$ cat src/rtl/run_controller_pkg.sv
// Shared state encoding and halt-detection mode constants for the run controller.
package run_ctrl_pkg;
    typedef enum logic [2:0] {IDLE, HOLD, RUN, DONE, TIMEOUT} run_state_e;

    localparam int MODE_PC_STABLE = 0;
    localparam int MODE_HALT_PC   = 1;

    // Hold counter is wide enough for the largest legal RESET_CYCLES (255).
    localparam int HOLD_W = 8;

    function automatic int stb_width(input int halt_cycles);
        return (halt_cycles < 2) ? 1 : $clog2(halt_cycles + 1);
    endfunction
endpackage

$ cat src/rtl/run_controller_if.sv
// Control/status bundle between a host (master) and the run controller (slave).
interface run_controller_if #(
    parameter int PC_W  = 32,
    parameter int CNT_W = 32
);
    logic             start;
    logic [PC_W-1:0]  pc;
    logic             retire;
    logic             core_reset;
    logic             running;
    logic             done;
    logic             timeout;
    logic [CNT_W-1:0] cycle_count;
    logic [CNT_W-1:0] retired_count;

    modport master (
        output start, pc, retire,
        input  core_reset, running, done, timeout, cycle_count, retired_count
    );

    modport slave (
        input  start, pc, retire,
        output core_reset, running, done, timeout, cycle_count, retired_count
    );
endinterface

$ cat src/rtl/run_controller_sat_counter.sv
// Up-counter with synchronous clear that sticks at all-ones instead of wrapping.
module sat_counter #(
    parameter int W = 8
) (
    input  logic         clk,
    input  logic         reset,
    input  logic         clr,
    input  logic         en,
    output logic [W-1:0] q
);
    always_ff @(posedge clk or posedge reset) begin
        if (reset)                 q <= '0;
        else if (clr)              q <= '0;
        else if (en && (q != '1))  q <= q + W'(1);
    end
endmodule

$ cat src/rtl/run_controller.sv
// Launches a core out of reset, watches it run, and stops it on halt or cycle budget.
module run_controller
    import run_ctrl_pkg::*;
#(
    parameter int              PC_W         = 32,
    parameter int              CNT_W        = 32,
    parameter int              RESET_CYCLES = 2,
    parameter int              MAX_CYCLES   = 5000,
    parameter int              HALT_MODE    = 0,
    parameter int              HALT_CYCLES  = 4,
    parameter logic [PC_W-1:0] HALT_PC      = '0
) (
    input  logic             clk,
    input  logic             reset,
    run_controller_if.slave  bus
);
    localparam int STB_W = stb_width(HALT_CYCLES);

    run_state_e        st, nxt;
    logic              start_acc, in_run, in_hold, first_run, pc_same;
    logic              halt_hit, budget_hit, hold_end;
    logic [PC_W-1:0]   prev_pc;
    logic [HOLD_W-1:0] hold_q;
    logic [STB_W-1:0]  stb_q;
    logic [CNT_W-1:0]  cyc_q, ret_q;
    logic              core_reset_q, running_q, done_q, timeout_q;

    assign in_run  = (st == RUN);
    assign in_hold = (st == HOLD);
    // Counters clear on launch, so a zero cycle count marks the first RUN cycle,
    // whose prev_pc is stale and must never count as stable.
    assign first_run  = (cyc_q == '0);
    assign pc_same    = !first_run && (bus.pc == prev_pc);
    assign budget_hit = (cyc_q == CNT_W'(MAX_CYCLES - 1));
    assign hold_end   = (hold_q == HOLD_W'(RESET_CYCLES - 1));

    // Halt/budget fire in the cycle whose counter update reaches the limit.
    always_comb begin
        halt_hit = 1'b0;
        if (HALT_MODE == MODE_HALT_PC)
            halt_hit = bus.retire && (bus.pc == HALT_PC);
        else
            halt_hit = pc_same && (stb_q == STB_W'(HALT_CYCLES - 1));
    end

    always_comb begin
        nxt       = st;
        start_acc = 1'b0;
        case (st)
            IDLE, DONE, TIMEOUT: begin
                if (bus.start) begin
                    nxt       = HOLD;
                    start_acc = 1'b1;
                end
            end
            HOLD:    if (hold_end) nxt = RUN;
            RUN: begin
                if (halt_hit)        nxt = DONE;
                else if (budget_hit) nxt = TIMEOUT;
            end
            default: nxt = IDLE;
        endcase
    end

    always_ff @(posedge clk or posedge reset) begin
        if (reset) begin
            st           <= IDLE;
            prev_pc      <= '0;
            core_reset_q <= 1'b1;
            running_q    <= 1'b0;
            done_q       <= 1'b0;
            timeout_q    <= 1'b0;
        end else begin
            st           <= nxt;
            if (in_run) prev_pc <= bus.pc;
            core_reset_q <= (nxt != RUN);
            running_q    <= (nxt == RUN);
            done_q       <= (nxt == DONE);
            timeout_q    <= (nxt == TIMEOUT);
        end
    end

    sat_counter #(.W(HOLD_W)) u_hold (
        .clk(clk), .reset(reset), .clr(start_acc), .en(in_hold), .q(hold_q)
    );

    sat_counter #(.W(STB_W)) u_stable (
        .clk(clk), .reset(reset),
        .clr(start_acc || (in_run && !pc_same)),
        .en(in_run && pc_same), .q(stb_q)
    );

    sat_counter #(.W(CNT_W)) u_cycles (
        .clk(clk), .reset(reset), .clr(start_acc), .en(in_run), .q(cyc_q)
    );

    sat_counter #(.W(CNT_W)) u_retired (
        .clk(clk), .reset(reset), .clr(start_acc), .en(in_run && bus.retire), .q(ret_q)
    );

    assign bus.core_reset    = core_reset_q;
    assign bus.running       = running_q;
    assign bus.done          = done_q;
    assign bus.timeout       = timeout_q;
    assign bus.cycle_count   = cyc_q;
    assign bus.retired_count = ret_q;
endmodule

$ cat src/flat_wrapper.sv
// flat-port wrapper written by rule: the top's interface ports become plain ports
module run_controller_flat import run_ctrl_pkg::*;
#(
    parameter int              PC_W         = 32,
    parameter int              CNT_W        = 32,
    parameter int              RESET_CYCLES = 2,
    parameter int              MAX_CYCLES   = 5000,
    parameter int              HALT_MODE    = 0,
    parameter int              HALT_CYCLES  = 4,
    parameter logic [PC_W-1:0] HALT_PC      = '0
)
  (clk, reset, bus_start, bus_pc, bus_retire, bus_core_reset, bus_running, bus_done, bus_timeout, bus_cycle_count, bus_retired_count);
  run_controller_if #(.PC_W(PC_W), .CNT_W(CNT_W)) bus_i ();
  input  logic clk;
  input  logic reset;
  input wire logic [$bits(bus_i.start)-1:0] bus_start;
  input wire logic [$bits(bus_i.pc)-1:0] bus_pc;
  input wire logic [$bits(bus_i.retire)-1:0] bus_retire;
  output wire logic [$bits(bus_i.core_reset)-1:0] bus_core_reset;
  output wire logic [$bits(bus_i.running)-1:0] bus_running;
  output wire logic [$bits(bus_i.done)-1:0] bus_done;
  output wire logic [$bits(bus_i.timeout)-1:0] bus_timeout;
  output wire logic [$bits(bus_i.cycle_count)-1:0] bus_cycle_count;
  output wire logic [$bits(bus_i.retired_count)-1:0] bus_retired_count;
  assign bus_i.start = bus_start;
  assign bus_i.pc = bus_pc;
  assign bus_i.retire = bus_retire;
  assign bus_core_reset = bus_i.core_reset;
  assign bus_running = bus_i.running;
  assign bus_done = bus_i.done;
  assign bus_timeout = bus_i.timeout;
  assign bus_cycle_count = bus_i.cycle_count;
  assign bus_retired_count = bus_i.retired_count;
  run_controller #(.PC_W(PC_W), .CNT_W(CNT_W), .RESET_CYCLES(RESET_CYCLES), .MAX_CYCLES(MAX_CYCLES), .HALT_MODE(HALT_MODE), .HALT_CYCLES(HALT_CYCLES), .HALT_PC(HALT_PC)) u_core (.clk(clk), .reset(reset), .bus(bus_i));
endmodule
$ cat config.mk
export PLATFORM = sky130hd
export DESIGN_NAME = run_controller_flat
export DESIGN_NICKNAME = d
export VERILOG_FILES = /design/src/rtl/run_controller_pkg.sv /design/src/rtl/run_controller_if.sv /design/src/rtl/run_controller_sat_counter.sv /design/src/rtl/run_controller.sv /design/src/flat_wrapper.sv
export SDC_FILE = /design/constraint.sdc
export NUM_CORES = 1
export LEC_CHECK = 0
export CAP_MARGIN = 20
export CELL_PAD_IN_SITES_DETAIL_PLACEMENT = 0
export CELL_PAD_IN_SITES_GLOBAL_PLACEMENT = 1
export CORE_ASPECT_RATIO = 0.9
export CORE_MARGIN = 3
export CORE_UTILIZATION = 40
export CTS_CLUSTER_DIAMETER = 60
export DETAILED_ROUTE_END_ITERATION = 16
export HOLD_SLACK_MARGIN = 0.05
export PLACE_DENSITY = 0.87
export SLEW_MARGIN = 10
export SYNTH_ARGS = -nofsm -noshare
export SYNTH_HDL_FRONTEND = slang
export SYNTH_SLANG_ARGS = --single-unit
$ cat constraint.sdc
create_clock -name clk -period 4.9 [get_ports clk]
set_clock_uncertainty 0.15 [all_clocks]
set_input_delay 1.47 -clock clk [delete_from_list [all_inputs] [get_ports clk]]
set_output_delay 1.47 -clock clk [all_outputs]
set_load 0.005 [all_outputs]
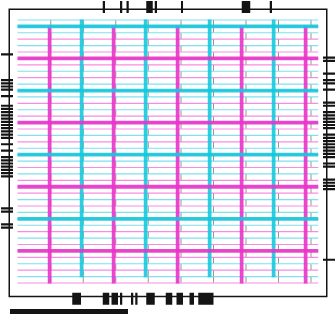
*Floorplan with the power grid*
The bar under the picture is 50 um long. Pins as bars on the die edge. Tap cells in gray.
- VSS: magenta
- VDD: cyan
- signal pins: 104
- met5 straps: 8
- rows: 41
- met4 straps: 9

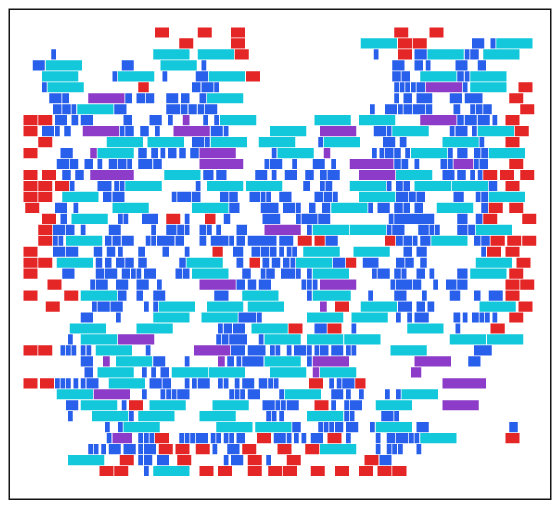
*Placement by cell class*
- other buffers and delay cells: red (cells 111)
- flops: cyan (cells 114)
- combinational and other logic: blue (cells 508)
- clock drivers and dummy loads: purple (cells 31)

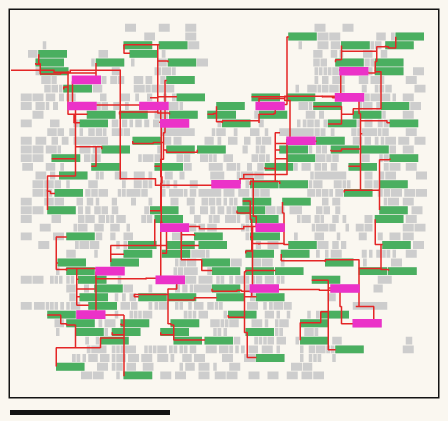
*Clock network drawn from the DEF*
The bar under the picture is 50 um long.
- clock wires: red (length 1520 um)
- clock drivers: magenta (count 17)
- flip-flops: green (count 114)
- routed clock nets: 18
- flops lie: all over the die
clock latency of the later-clocked register in the worst-skew pair: 410 ps
clock share of power: 40.2%

==> run summary <==
run results: Switching Fraction=29.7%, number of detailed-routing iterations run before antenna repair=5, share of synthesized registers carrying an async set or reset=100%, number of antenna-violating nets in the routed design=0, floorplan die area=between 15000 and 20000 sq um, top cells by count, synth=nand2_1 (134), dfrtp_1 (113), nor2_1 (76), power share of the sequential group=just under 40%, aoi/oai-family share of the synthesized area=approximately 4.5%, post-layout period usage=70.9%, setup total negative slack=0 ps, number of cells in Yosys stat=between 600 and 700, Worst Max-Slew Pin Slew=about 960 ps, VDD IR max=roughly 0.26 mV, post-synthesis to final-layout area growth=31.8%, net switching power=roughly 0.95 mW, WL per Instance=15.4 um, CTS tree=built, unrepaired setup endpoints after global routing=false, number of instances in the synthesized netlist=644, worst setup margin=about 1400 ps, wire length of the first global-routing pass=about 24 mm, CTS clk-pin slew, worst paths=50 ps, Adders+Majority by Area=under 10%, prevailing logic family in the synthesized netlist=simple AND/OR/NAND/NOR gates, Core Util, Final=between 50% and 60%, vias in the first global route=4935, Core Util at FP=between 40% and 50%, number of failing setup endpoints in the final timing report=0, cell area after placement=between 7000 and 8000 sq um, number of warnings the tools reported=29, number of DRC markers after the initial detailed-route iteration=between 400 and 500, Min-Delay Path Class=reg -> reg, fin nets=796, net count after synthesis=a little under 700, leftover overflow at the end of global routing=0, Crit Path Category=in -> reg, maximum number of pins on one net before global-route repair=64, combinational group share of total power=20.3%, synthesized area per cell=9.15 sq um, layout cell share with drive strength beyond 1=around 6.7%, die boundary width=between 100 and 150 um, count of warnings emitted by yosys=0, share of the synthesized netlist area taken by xor and xnor gates=between 10% and 20%, Antenna Diode Count=0, start point of the critical path=bus_pc[23], simple-gate portion of the synthesized area=about 29%, clock root buffer=clkbuf_16, prevailing post-synth register cell=dfrtp_1, vias per cell=about 5.3, power per standard cell area=413 nW/um^2, count of library flops with an enable pin=0, end of the worst register-to-register path=u_core.u_cycles.q[16], worst r2r src=u_core.u_cycles.q[3], cells on worst reg2reg path=6, Cells on Worst Hold Path=2, run status=finished clean, hold path startpoint=u_core.prev_pc[29], buffer count from post-CTS setup fixing=0, Hold Crit Endpoint=u_core.prev_pc[29], synthesis-stage register bit count=between 100 and 150, number of buffers created by CTS=17, post-layout instance area=slightly below 8000 sq um, leading cell types by total area after synthesis=dfrtp_1 (48%), xor2_1 (8.9%), nand2_1 (8.5%), number of levels the H-tree was split into=4, post-route minimum period=between 3000 and 4000 ps, number of hold-repair buffers added at the cts stage=0, worst setup slack before clock tree synthesis=around 1000 ps, Mapped Area=around 5900 sq um, total via count after detailed routing=5081, data required time at the worst endpoint=5080 ps, power consumption=around 3.2 mW, final count of pins violating max slew=0, number of remaining DRC errors=0, MUX share of area=under 10%, antenna violations before repair=0, Top-area cell share=roughly 48%, final weighted congestion in routability-driven placement=between 0.8 and 0.9, final hold violation count=0, post-synthesis cell type with the largest combined area=dfrtp_1, largest buffer count on any clock path=2, most frequent cell after synthesis=nand2_1, startpoint types=input port, io pins=~100, Max Fanout on Critical Path=3, reported leakage power=roughly 3.4 nW, half-perimeter wire length of the detailed placement result=between 10 and 15 mm
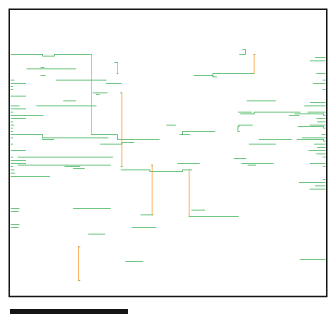
*Metal layers overlaid*
The bar under the picture is 50 um long. Only two layers are drawn.
- metal 3: green (wire length 850 um)
- metal 4: orange (wire length 133 um)
global-route usage over all layers: 18.8%
aggregate routed wire length: 14.7 mm

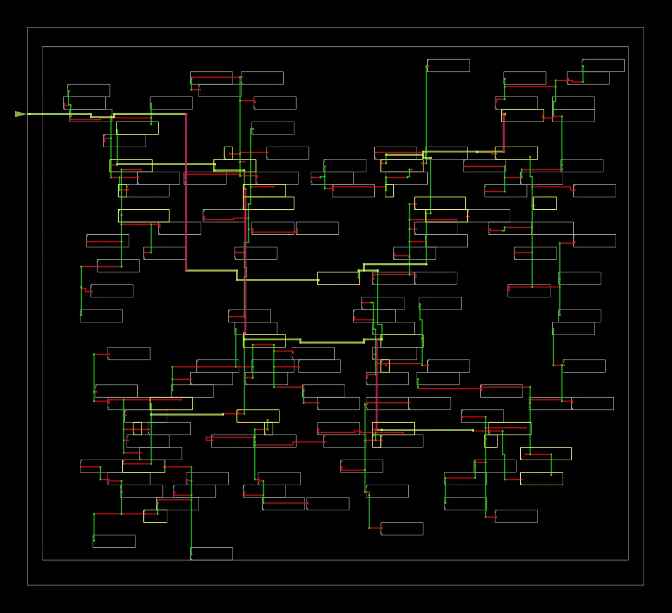
*Clock routing*
count of sequential standard cells: 114
# clock sinks: 114

critical path, cell delays in order:
cell,delay [ps]
clkdlybuf4s50_1,450
xor2_1,180
nor4_1,370
nand4_1,240
nor4b_2,560
mux2i_1,240
nor2b_1,160
metal layers:
metal,part of all wire (%),global-route usage [%],vias up,routed length (um)
li1,-,-,2425,-
met1,45,25.7,2488,6700
met3,5.8,4.52,14,850
met5,0,0,-,0
met4,0.90,6.11,0,133
met2,48,29.6,154,7060
placed cells by master (no fill, tap or decap), types with 2 or more instances in the layout:
| cell | synthesis | layout |
|---|---|---|
| a211oi_1 | 3 | 2 |
| a21oi_1 | 6 | 6 |
| a31oi_1 | 4 | 4 |
| and2_1 | 3 | 3 |
| and3_1 | 11 | 11 |
| and4_1 | 5 | 5 |
| buf_4 | 1 | 8 |
| bufinv_16 | 0 | 4 |
| clkbuf_16 | 0 | 17 |
| clkbuf_8 | 0 | 2 |
| clkdlybuf4s50_1 | 0 | 103 |
| clkinv_2 | 0 | 7 |
| dfrtp_1 | 113 | 113 |
| ha_1 | 8 | 8 |
| inv_1 | 15 | 14 |
| mux2i_1 | 8 | 8 |
| nand2_1 | 134 | 134 |
| nand2b_1 | 2 | 2 |
| nand3_1 | 36 | 36 |
| nand4_1 | 28 | 28 |
| nand4bb_1 | 3 | 3 |
| nor2_1 | 76 | 75 |
| nor2b_1 | 5 | 5 |
| nor3_1 | 14 | 14 |
| nor4_1 | 24 | 24 |
| nor4b_1 | 3 | 3 |
| o211ai_1 | 6 | 6 |
| o21ai_1 | 4 | 4 |
| o31ai_1 | 6 | 6 |
| or2_2 | 2 | 2 |
| or4_1 | 2 | 2 |
| xnor2_1 | 24 | 24 |
| xor2_1 | 60 | 60 |
worst max-delay path by stage:
stage / endpoint / depth (start not counted) / slack, ps
after floorplan: u_core.bus.done / 1 / 270
after global placement: u_core.u_stable.q[2] / 7 / 1070
after detailed placement: u_core.u_stable.q[2] / 7 / 980
after CTS: u_core.u_stable.q[2] / 7 / 1410
after global routing: u_core.u_stable.q[2] / 7 / 1220
final: u_core.u_stable.q[2] / 7 / 1420
registers in the layout, indices dropped and copies added (netlist names):
name	flops
u_core.prev_pc	32
u_core.u_cycles.q	32
u_core.u_retired.q	32
u_core.u_hold.q	8
u_core.st	3
u_core.u_stable.q	3
u_core.bus.core_reset	1
u_core.bus.done	1
u_core.bus.running	1
u_core.bus.timeout	1
power by group through the flow:
stage / clock [mW] / sequential [mW] / combinational (mW)
3_5_place_dp: 0 / 1.28 / 0.661
3_3_place_gp: 0 / 1.27 / 0.638
4_1_cts: 1.30 / 1.27 / 0.663
2_1_floorplan: 0 / 1.23 / 0.470
5_1_grt: 1.35 / 1.29 / 0.748
6_report: 1.29 / 1.27 / 0.652
layout make-up:
class	instances	area, sq um
Clock buffer	19	453
Tap cell	193	241
Timing Repair Buffer	111	1090
Inverter	15	58.8
Fill cell	1267	6440
Clock inverter	12	163
Sequential cell	114	2850
Multi-Input combinational cell	493	2910
through the flow:
step,hold WS (ps),std cells
floorplan,315,644
global placement,328,926
detailed placement,332,926
CTS,346,957
global route,365,957
finish,345,957
No activity file was given, so power comes from the tool's default toggle rates.
